## config.mk

```make
export PLATFORM = sky130hd
export DESIGN_NAME = tx_arbiter
export DESIGN_NICKNAME = d
export VERILOG_FILES = /design/src/rtl/tx_arbiter_pkg.sv /design/src/rtl/tx_sat_counter.sv /design/src/rtl/tx_arbiter.sv
export SDC_FILE = /design/constraint.sdc
export NUM_CORES = 1
export LEC_CHECK = 0
export ABC_AREA = 1
export CAP_MARGIN = 20
export CORE_MARGIN = 3
export CORE_UTILIZATION = 40
export CTS_CLUSTER_DIAMETER = 80
export DETAILED_ROUTE_END_ITERATION = 12
export GPL_ROUTABILITY_DRIVEN = 1
export PLACE_DENSITY = 0.8
export SYNTH_ARGS = -nofsm -noshare
export SYNTH_HDL_FRONTEND = slang
export SYNTH_SLANG_ARGS = --single-unit
export TNS_END_PERCENT = 20
```

## constraint.sdc

```tcl
create_clock -name clk -period 2.6 [get_ports clk]
set_clock_uncertainty 0.1 [all_clocks]
set_input_delay 0.52 -clock clk [delete_from_list [all_inputs] [get_ports clk]]
set_output_delay 0.52 -clock clk [all_outputs]
set_load 0.01 [all_outputs]
```

## src/rtl/tx_arbiter_pkg.sv

```systemverilog
`timescale 1ns/1ps
`default_nettype none
// +-----------------------------------------------------------------------+
// | tx_arbiter_pkg : shared comms constants, arbiter states, sat helper   |
// | Revision: 1.0                                                         |
// +-----------------------------------------------------------------------+
package tx_arbiter_pkg;

    localparam int CFG_BURST_DEFAULT = 4;
    localparam int BUSY_WAIT_DEFAULT = 4;
    localparam int COUNT_W           = 16;

    typedef enum logic [2:0] {
        IDLE       = 3'd0,
        GRANT_CFG  = 3'd1,
        READ_FIFO  = 3'd2,
        LATCH_FIFO = 3'd3,
        LOAD       = 3'd4,
        WAIT_BUSY  = 3'd5,
        WAIT_DONE  = 3'd6
    } tx_state_e;

    function automatic logic [COUNT_W-1:0] sat_inc(input logic [COUNT_W-1:0] value);
        return (value == {COUNT_W{1'b1}}) ? value : value + 1'b1;
    endfunction

endpackage
`default_nettype wire

```

## src/rtl/tx_sat_counter.sv

```systemverilog
`timescale 1ns/1ps
`default_nettype none
// +-----------------------------------------------------------------------+
// | tx_sat_counter : 16-bit counter that sticks at all-ones               |
// | Revision: 1.0                                                         |
// +-----------------------------------------------------------------------+
module tx_sat_counter
    import tx_arbiter_pkg::*;
(
    input  logic               clk,
    input  logic               reset_n,
    input  logic               inc,
    output logic [COUNT_W-1:0] count
);

    always_ff @(posedge clk or negedge reset_n) begin
        if (!reset_n) begin
            count <= '0;
        end else if (inc) begin
            count <= sat_inc(count);
        end
    end

endmodule
`default_nettype wire

```

## src/rtl/tx_arbiter.sv

```systemverilog
`timescale 1ns/1ps
`default_nettype none
// +-----------------------------------------------------------------------+
// | tx_arbiter : arbitrates config replies and FIFO events onto a tx UART |
// | Revision: 1.0                                                         |
// +-----------------------------------------------------------------------+
module tx_arbiter
    import tx_arbiter_pkg::*;
#(
    parameter int WIDTH     = 64,
    parameter int CFG_BURST = CFG_BURST_DEFAULT,
    parameter int BUSY_WAIT = BUSY_WAIT_DEFAULT
) (
    input  logic               clk,
    input  logic               reset_n,
    input  logic               cfg_req,
    input  logic [WIDTH-1:0]   cfg_data,
    output logic               cfg_ack,
    input  logic               fifo_empty,
    input  logic [WIDTH-1:0]   fifo_data,
    output logic               read_fifo_n,
    input  logic               tx_busy,
    output logic [WIDTH-1:0]   tx_data,
    output logic               ld_tx_data,
    output logic [COUNT_W-1:0] tx_cfg_count,
    output logic [COUNT_W-1:0] tx_fifo_count,
    output logic               tx_timeout
);

    localparam int STREAK_W = $clog2(CFG_BURST + 1);
    localparam int WAIT_W   = $clog2(BUSY_WAIT + 1);

    tx_state_e           state;
    tx_state_e           next_state;
    logic [STREAK_W-1:0] streak;
    logic [WAIT_W-1:0]   wait_cnt;
    logic                wait_expired;
    logic                fifo_starved;

    assign wait_expired = (wait_cnt == WAIT_W'(BUSY_WAIT - 1));
    assign fifo_starved = !fifo_empty && (streak == STREAK_W'(CFG_BURST));

    always_ff @(posedge clk or negedge reset_n) begin
        if (!reset_n) begin
            state <= IDLE;
        end else begin
            state <= next_state;
        end
    end

    always_comb begin
        next_state = state;
        case (state)
            IDLE: begin
                if (!tx_busy) begin
                    if (cfg_req && !fifo_starved) begin
                        next_state = GRANT_CFG;
                    end else if (!fifo_empty) begin
                        next_state = READ_FIFO;
                    end
                end
            end
            GRANT_CFG:  next_state = LOAD;
            READ_FIFO:  next_state = LATCH_FIFO;
            LATCH_FIFO: next_state = LOAD;
            LOAD:       next_state = WAIT_BUSY;
            WAIT_BUSY: begin
                if (tx_busy) begin
                    next_state = WAIT_DONE;
                end else if (wait_expired) begin
                    next_state = IDLE;
                end
            end
            WAIT_DONE: begin
                if (!tx_busy) begin
                    next_state = IDLE;
                end
            end
            default:    next_state = IDLE;
        endcase
    end

    // Strobes are registered from next_state so each one lines up with its state.
    always_ff @(posedge clk or negedge reset_n) begin
        if (!reset_n) begin
            cfg_ack     <= 1'b0;
            read_fifo_n <= 1'b1;
            ld_tx_data  <= 1'b0;
            tx_data     <= '0;
            streak      <= '0;
            wait_cnt    <= '0;
            tx_timeout  <= 1'b0;
        end else begin
            cfg_ack     <= (next_state == GRANT_CFG);
            read_fifo_n <= (next_state != READ_FIFO);
            ld_tx_data  <= (next_state == LOAD);

            if (next_state == GRANT_CFG) begin
                tx_data <= cfg_data;
            end else if (state == LATCH_FIFO) begin
                tx_data <= fifo_data;
            end

            if ((state == IDLE && fifo_empty) || state == READ_FIFO) begin
                streak <= '0;
            end else if (state == GRANT_CFG && streak != STREAK_W'(CFG_BURST)) begin
                streak <= streak + 1'b1;
            end

            wait_cnt <= (state == WAIT_BUSY) ? wait_cnt + 1'b1 : '0;

            if (state == WAIT_BUSY && !tx_busy && wait_expired) begin
                tx_timeout <= 1'b1;
            end
        end
    end

    tx_sat_counter u_cfg_cnt (
        .clk     (clk),
        .reset_n (reset_n),
        .inc     (state == GRANT_CFG),
        .count   (tx_cfg_count)
    );

    tx_sat_counter u_fifo_cnt (
        .clk     (clk),
        .reset_n (reset_n),
        .inc     (state == LATCH_FIFO),
        .count   (tx_fifo_count)
    );

endmodule
`default_nettype wire
```

==> results.json <==
{
  "cp.arrival_ns": 2.25,
  "io_pins": 233,
  "routed.top_layer": "met4",
  "core_region_area_um2": 14800,
  "hold_violations": 0,
  "power_mw": 8.34,
  "area_growth_pct": 44.9,
  "ff2ff_path_depth": 9,
  "grt_pass1_wl_um": 28200,
  "top_logic_kind": "simple AND/OR/NAND/NOR gates",
  "adder_share": 0.0121,
  "hold_slack_ns": 0.0994,
  "place_ws_ns": 0.224,
  "fillers": 1311,
  "hold_class": "input port to asynchronous set/reset pin",
  "met1_length_um": 7820,
  "p_sw_mw": 3.23,
  "num-nets-final": 1202,
  "clock_buffers": 13,
  "dr_wl_met3_um": 1280,
  "fin_crit_sh": 0.795,
  "fmax_ghz": 0.484,
  "ys_cells": 853,
  "yosysWarnings": 0,
  "syn_nets": 992,
  "pwr-share-comb": 0.503,
  "buffers": 244,
  "fin_setup_tns_ns": 0,
  "dpl.cell_count": 1236,
  "critPathMaxStageDelay_ns": 0.48,
  "gp_congestion": 0.867,
  "area_leaders": "dfrtp_1, nand2_1, nand3b_1",
  "drtIter0Drc": 333,
  "antenna_found_initial": 0,
  "synthCells": 853,
  "start_kind": "flip-flop",
  "pg_comb_mw": 4.19,
  "comb_cells": 662,
  "cap_viol_max_count": 0,
  "cp_num_buf_inv": 3,
  "clockRootBuffer": "clkbuf_16",
  "grt-busiest-layer": "met2",
  "dpl-instance-area_um2": 8680,
  "clkCellAreaFrac": 0.0321,
  "tightest_slew_ns": 0.640,
  "power_leader": "combinational cells",
  "crit_fanout": 42,
  "setup_viol": 0,
  "crit_slowest_cell": "buf_4",
  "nonClkBufAreaFrac": 0.277,
  "hpwl_um": 12600,
  "clock.latency.late_pin_ns": 0.34,
  "clk_path_buf_depth": 2,
  "postSynthSeqShare": 0.441,
  "powerDensity_nw_per_um2": 930,
  "status": "complete, no violations",
  "firstDrtPassIters": 4,
  "p_leak_nw": 4.24,
  "edf_count": 0,
  "ys.flops": 109,
  "diodes": 0,
  "p_sw_frac": 0.388,
  "n_tap_cell": 184,
  "ff_type": "dfrtp_1",
  "first_global_vias": 5829,
  "synthesis.area_um2": 6190,
  "layout_setup_ws_ns": 0.534,
  "numCtsBuffers": 9,
  "final_cell_mix": "nand2_1, clkdlybuf4s50_1, dfrtp_1",
  "finalCriticalPeriod_ns": 2.07,
  "area_dominant_class": "multi-input combinational cells",
  "path_cells": "nor2_4 -> inv_2 -> nor2_4 -> buf_4 -> buf_4 -> nand2_1 -> nand2_1 -> nand2_1 -> nand2_1",
  "xor_share": 0.0212,
  "die_area_um2": 17000,
  "vias_per_cell": 4.95,
  "port-buffer-count": 232,
  "reg2reg_to": "tx_data[45]$_DFFE_PN0P_",
  "drc": 0,
  "yosysTopAreaCellShare": 0.437,
  "grt_max_degree": 60,
  "inverters": 37,
  "hold_buffers": 0,
  "ys_sh_aoi": 0.0186,
  "drv_slew": 0,
  "synthSimpleGateAreaFrac": 0.446,
  "ctsResizeCount": 0,
  "final_antenna_net_count": 0,
  "crit_type": "flip-flop to flip-flop",
  "cts_sinks": 109,
  "tritoncts": "built",
  "met2_usage": 0.341,
  "synth.distinct_cells": 29,
  "irDropWorstVdd_uv": 441,
  "warnings": 28,
  "num_rows": 44,
  "cp.depth": 9,
  "htreeDepth": 3,
  "crit-reg2reg-launch": "state[2]$_DFF_PN0_",
  "critPathCapture": "tx_data[45]$_DFFE_PN0P_",
  "largest-register": "tx_data",
  "seq_power_mw": 2.78,
  "slew_headroom": 0.574,
  "syn_area_per_cell_um2": 7.26
}
**Logic cells by family**

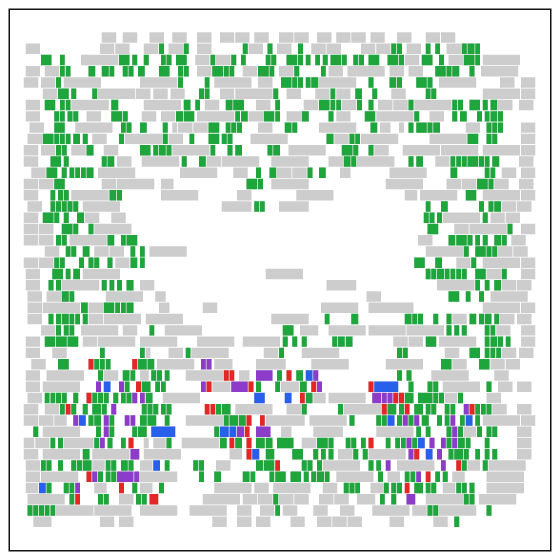
inv cells: in red, cells 37, most used inv_1. aoi and oai cells: in blue, cells 16, most used o21ai_0. nand cells: in green, cells 580, most used nand2_1, where spread over the die. nor cells: in purple, cells 43, most used nor2_1, where a horizontal strip, bottom.
combinational share of cell area: 0.345
final std cells w/o fill: 1252

**Signal wires by layer**

Two of the layers only.
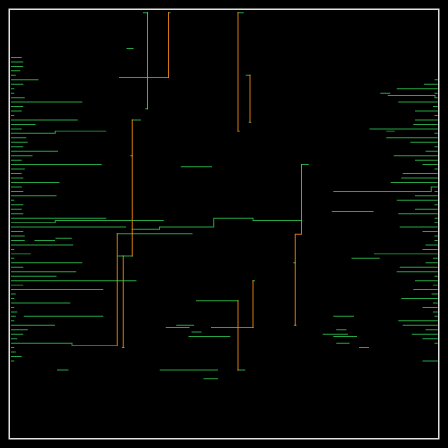
metal 3: in green, wire length 1280 µm. metal 4: in orange, wire length 289 µm.
Routed wire per std cell: 14.2 µm
All-Layer GR Usage: 0.205
Routed WL: 17800 µm
vias: 6198

Power figures rest on the tool's default switching activity, not on a simulated workload.
